Fig. 1: run 1, cell outlines without signal wires
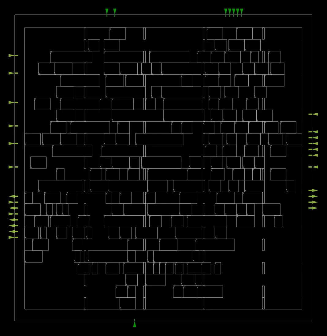
Fig. 2: run 1, cells coloured by class
The bar under the picture is 20 um long. Fill, decap, tap and diode cells in grey.
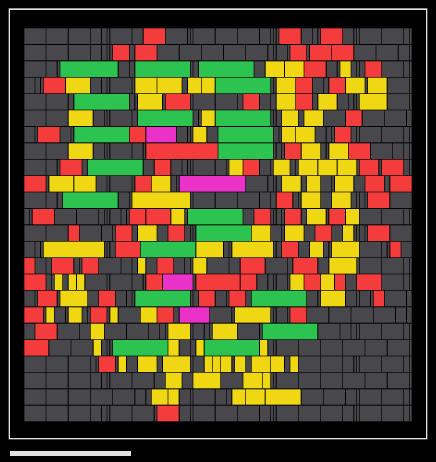
Fig. 3: run 1, signal wires by layer
The bar under the picture is 20 um long.
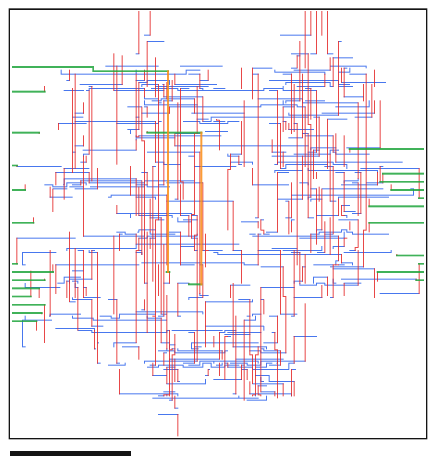
Fig. 4: run 1, where the registers sit
The bar under the picture is 20 um long. Other sequential cells in the stronger grey, the rest of the logic in the fainter grey.
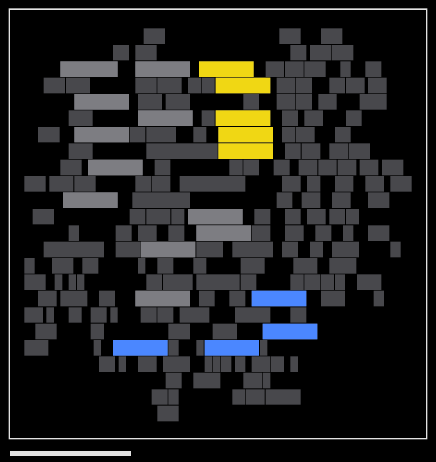
Design hazard_ctrl, sky130hd; sources not shown.
==> run summary, run 1 <==
fresh numbers from the pnr run: clock root cell=clkbuf_8, met2 Use GR=22.4%, critical path type=input pin to primary output, met1 WL=1.59 mm, Routed met3 length=151 um, Worst path max stage delay=0.45 ns, top sig layer=met4, CP Depth=8, post-route setup slack=-0.594 ns, Reg clk slew, reported paths=0.07 ns, critical path buffer and inverter count=3, WL met2=1.57 mm, Core Util at FP=29.0%, clk_buf instances=3, Max Cap Violations=0, clk sinks=20, clock buffer depth=2, clock period minus worst slack=2.34 ns, Inst Count DP=227, most common cell in the netlist=dfrtp_1, most numerous logic cells after layout=35 x buf_4, 20 x clkdlybuf4s50_1, 19 x dfrtp_1, 17 x xor2_1, 7 x nor2b_1, largest net degree at the start of global routing=16, CTS tree=yes, Dominant cell area share=41.0%, DRT Pass-1 Iters=3, post-cts hold-fix buffer tally=0, CP Cell Sequence=clkdlybuf4s50_1 > xor2_1 > nor4_1 > and3_1 > buf_4 > o21bai_4 > o41ai_4 > buf_2, final count of hold timing violations=0, Post-synth EDFFs=0, first-pass GRT wire length=5.49 mm, Floorplan Nets=143, Slew @ Worst Pin=0.510 ns, Clock Latency Late Sink=0.26 ns, layout cells sized above 1=40.5%, CTS Buf Count=3, pwr dens=1160 nW/um^2, Worst Path Required=1.40 ns, Detail Route Antenna Nets=0, Final HPWL DP=2.46 mm, bufs w/o clock=74, OpenROAD warning count=30, initial antenna violation count=0, Comb area share=36.1%, non-clock buffer area fraction after layout=32.0%, max-slew violations=0, clk cell area share=3.43%, Layout Cells excl Fill=242, total gr overflow=0, Logic inverters=7, height of the die=71 um, grt peak-use layer=met2, I/O pins=33, WHS=0.215 ns, arrival time at the worst endpoint=1.99 ns, setup_tns=-5.41 ns, fmax=0.427 GHz, Setup crit end kind=primary output, Finish-stage setup viols=18, die area=4900 um^2, status=finished with violations, Hold Path Class=input pin to async pin, worst rel slew slack=65.9%, DP Area=1830 um^2, Final period util=134%, Slowest-stage cell, CP=clkdlybuf4s50_1, worst-path maximum fanout=4, Port Buf Inserts=32, Dominant flop cell=dfrtp_1, NumNets Final=217, Leading cell kind=logic gates, R2R depth=7, flops out of synthesis=20, Comb gate area=749 um^2, filler instances=421, RSZ-0062 raised after global routing=true, multi-input gates=85, vias in the first global route=1150, Overall Power=2.41 mW, Syn Inst Count=117, Place WS=-0.998 ns, failing checks=setup timing, DRC viols=0, ys cells=117, met3 usage=2.71%, top cells, area=dfrtp_1 41%, xor2_1 12%, a32o_2 4.6%, # diodes=0, DR iter-0 viols=44, Tap Cells=52, CP top delay family=buffers and inverters, peak supply drop=521 uV
About Fig. 1:
core area: 4200 um^2
FF+latch count: 20

About Fig. 2:
legend:
  yellow:
    class: all other logic
    cells: 92
  green:
    class: flip-flops
    cells: 20
  magenta:
    class: clock drivers and dummy loads
    cells: 4
  red:
    class: other buffers and delay cells
    cells: 74
Finished Cell Area: 2080 um^2
flop share of the area: 24.1%
final core utilization: 49.4%
Site Rows: 24

About Fig. 3:
legend:
  green:
    layer: met3
    wire_length: 151 um
  orange:
    layer: met4
    wire_length: 58.5 um
  red:
    layer: met2
    wire_length: 1570 um
  blue:
    layer: met1
    wire_length: 1590 um
Total GRT Usage: 14.3%
Detailed Route WL: 3.37 mm
Vias: 1155
wire length per cell: 13.9 um

About Fig. 4:
legend:
  yellow:
    name_in_the_netlist: `r_mem_rd`
    placed_flops: 5
    where: top centre
  blue:
    name_in_the_netlist: `r_mul_cnt`
    placed_flops: 4
    where: bottom centre
not coloured: 11
FF/Latch Area: 502 um^2
P_seq: 732 uW

==> run 1: power by group <==
group          switching, mW  total [mW]  internal [mW]
combinational          0.502        1.21          0.709
sequential             0.134       0.732          0.598
clock                  0.159       0.464          0.306
==> run 1: what timing repair did <==
item | 4_1_cts | 5_1_grt
gates cloned | 2 | 0
pin swaps | 7 | 1
gates resized | 52 | 7
setup buffers | 6 | 4
setup endpoints to repair | 22 | 20
==> run 1: tightest hold or removal path, delay by kind of cell <==
family	cells	cell delay, ns
buffers and inverters	3	0.46
==> run 1: logic make-up after synthesis <==
group                    share of synthesized area, %
flip-flops                                       41.0
AND/OR/NAND/NOR                                  15.5
XOR/XNOR                                         15.8
multiplexers                                    0.821
buffers and inverters                            4.92
adder cells (fa/ha/maj)                          2.05
AND-OR/OR-AND                                    19.9
==> run 2, diff against run 1 <==
--- a/config.mk
+++ b/config.mk
@@ -12,9 +12,9 @@
 export DETAILED_ROUTE_END_ITERATION = 8
 export DIE_AREA = 0 0 69 71
 export GPL_ROUTABILITY_DRIVEN = 0
-export PLACE_DENSITY_LB_ADDON = 0.1
+export PLACE_DENSITY = 0.67
+export RECOVER_POWER = 25
 export SETUP_SLACK_MARGIN = 0.02
-export SLEW_MARGIN = 5
 export SYNTH_ARGS = -nofsm -noshare
 export SYNTH_HDL_FRONTEND = slang
 export SYNTH_SLANG_ARGS = --single-unit
Fig. 5: run 2, cell outlines without signal wires
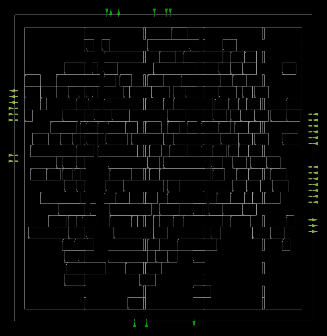
Layout Cells excl Fill: 234
flop share of the area: 25.3%
Tap Cells: 52

==> run summary, run 2 <==
fresh numbers from the pnr run: core area=4200 um^2 (unchanged), setup_tns=-5.69 ns (-0.273 ns), CP top delay family=simple AND/OR/NAND/NOR gates, ys cells=117 (unchanged), WL met2=1.78 mm (+13%), Floorplan Nets=143 (unchanged), die area=4900 um^2 (unchanged), # diodes=0 (unchanged), Finished Cell Area=1990 um^2 (-4.3%), Hold Path Class=input pin to async pin, met1 WL=1.57 mm (-1.4%), Post-synth EDFFs=0 (unchanged), final core utilization=47.3% (-2.1 points), CP Depth=7 (-1), R2R depth=9 (+2), Place WS=-0.977 ns (+0.0207 ns), grt peak-use layer=met2, clock root cell=clkbuf_8, Detail Route Antenna Nets=0 (unchanged), Slew @ Worst Pin=0.540 ns (+0.0299 ns), most numerous logic cells after layout=24 x buf_4, 18 x dfrtp_1, 17 x xor2_1, 16 x clkdlybuf4s50_1, met2 Use GR=26.4% (+4.0 points), DRT Pass-1 Iters=4 (+1), largest net degree at the start of global routing=16 (unchanged), CP Launch Type=flip-flop, Overall Power=2.24 mW (-6.8%), Logic power comb=1.15 mW (-5%), P_seq=734 uW (about the same), I/O pins=33 (unchanged), Vias=1129 (-2.3%), failing checks=setup timing, clock buffer depth=2 (unchanged), post-route setup slack=-0.532 ns (+0.0613 ns), top cells, area=dfrtp_1 41%, xor2_1 12%, a32o_2 4.6%, Finish-stage setup viols=19 (+1), worst rel slew slack=63.9% (-2.0 points), Switch Pwr=783 uW (-1.5%), bufs w/o clock=66 (-11%), P_int=1.46 mW (-9.4%), critical path buffer and inverter count=2 (-1), Logic inverters=7 (unchanged), Worst Path Required=1.40 ns (about the same), first-pass GRT wire length=5.81 mm (+5.9%), Slowest-stage cell, CP=dfrtp_1, final count of hold timing violations=0 (unchanged), Seq pwr share=32.7% (+2.3 points), filler instances=405 (-3.8%), CP Cell Sequence=xor2_1 > nor4_1 > and3_1 > buf_6 > o21bai_4 > o41ai_4 > buf_2, clk sinks=20 (unchanged), Comb area share=37.3% (+1.3 points), arrival time at the worst endpoint=1.93 ns (-0.06 ns), DP Area=1800 um^2 (-1.6%), Inst Count DP=223 (-1.8%), Routed met3 length=133 um (-12%), Clock Latency Late Sink=0.25 ns (about the same), height of the die=71 um (unchanged), status=finished with violations, Power Clock=357 uW (-23%), max-slew violations=0 (unchanged), Final period util=130% (-3.5 points), non-clock buffer area fraction after layout=30.0% (-1.9 points), Dominant flop cell=dfrtp_1, Combinational Power Share=51.4% (+1.1 points), initial antenna violation count=0 (unchanged), WHS=0.392 ns (+0.177 ns), peak supply drop=582 uV (+12%), multi-input gates=85 (unchanged), OpenROAD warning count=30 (unchanged), Total GRT Usage=14.6% (+0.28 points), Final HPWL DP=2.63 mm (+6.6%), clock share of power=15.9% (-3.4 points), vias in the first global route=1245 (+8.3%), die width=69 um, Max Cap Violations=0 (unchanged), most common cell in the netlist=dfrtp_1, Site Rows=24 (unchanged), flops out of synthesis=20 (unchanged), CTS tree=yes, Setup crit end kind=primary output, Dominant cell area share=41.0% (unchanged), fraction of power spent switching nets=34.9% (+1.9 points), fmax=0.438 GHz (+2.7%), clk cell area share=2.77% (-0.66 points), DRC viols=0 (unchanged), FF/Latch Area=503 um^2 (+0.25%), NumNets Final=209 (-3.7%), total gr overflow=0 (unchanged), RSZ-0062 raised after global routing=true, met3 usage=1.85% (-0.85 points), Port Buf Inserts=32 (unchanged), layout cells sized above 1=35.2% (-5.4 points), Comb gate area=742 um^2 (-1.0%), DR iter-0 viols=14 (-68%), Leading cell kind=logic gates, Reg clk slew, reported paths=0.08 ns (about the same), Syn Inst Count=117 (unchanged), worst-path maximum fanout=3 (-1), Worst path max stage delay=0.43 ns (-0.02 ns), Core Util at FP=29.0% (unchanged)
Fig. 6: run 2, signal wires by layer
The bar under the picture is 20 um long.
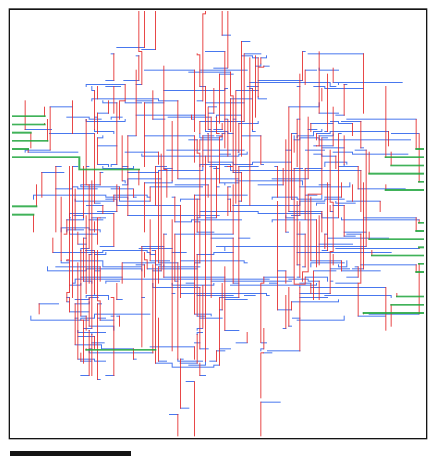
legend:
  blue:
    layer: met1
    wire_length: 1570 um
  red:
    layer: met2
    wire_length: 1780 um
  green:
    layer: met3
    wire_length: 134 um
wire length per cell: 14.9 um
Detailed Route WL: 3.48 mm

==> run 2: cell counts after synthesis <==
No cell type changed its count.
==> run 2: timing repair <==
| action | CTS | global route |
|---|---|---|
| resized | 47 | 15 |
| buffers inserted | 3 | 2 |
| pin swaps | 9 | 3 |
| setup endpoints to repair | 22 | 20 |
| hold buffers | 0 | 0 |
| gates cloned | 2 | 0 |
==> run 2: kinds of logic (layout without fill, tap and decap cells) <==
| family | after synthesis | count (layout) | synth area share, % |
|---|---|---|---|
| xor gates and xnor gates | 22 | 22 | 15.8 |
| AOI/OAI and AO/OA | 26 | 26 | 19.9 |
| muxes | 1 | 1 | 0.821 |
| adders and majority gates | 2 | 2 | 2.05 |
| and+or+nand+nor | 34 | 34 | 15.5 |
| DFF | 20 | 20 | 41.0 |
| buffers and inverters | 12 | 77 | 4.92 |
Power is estimated from default activity; no workload was simulated.
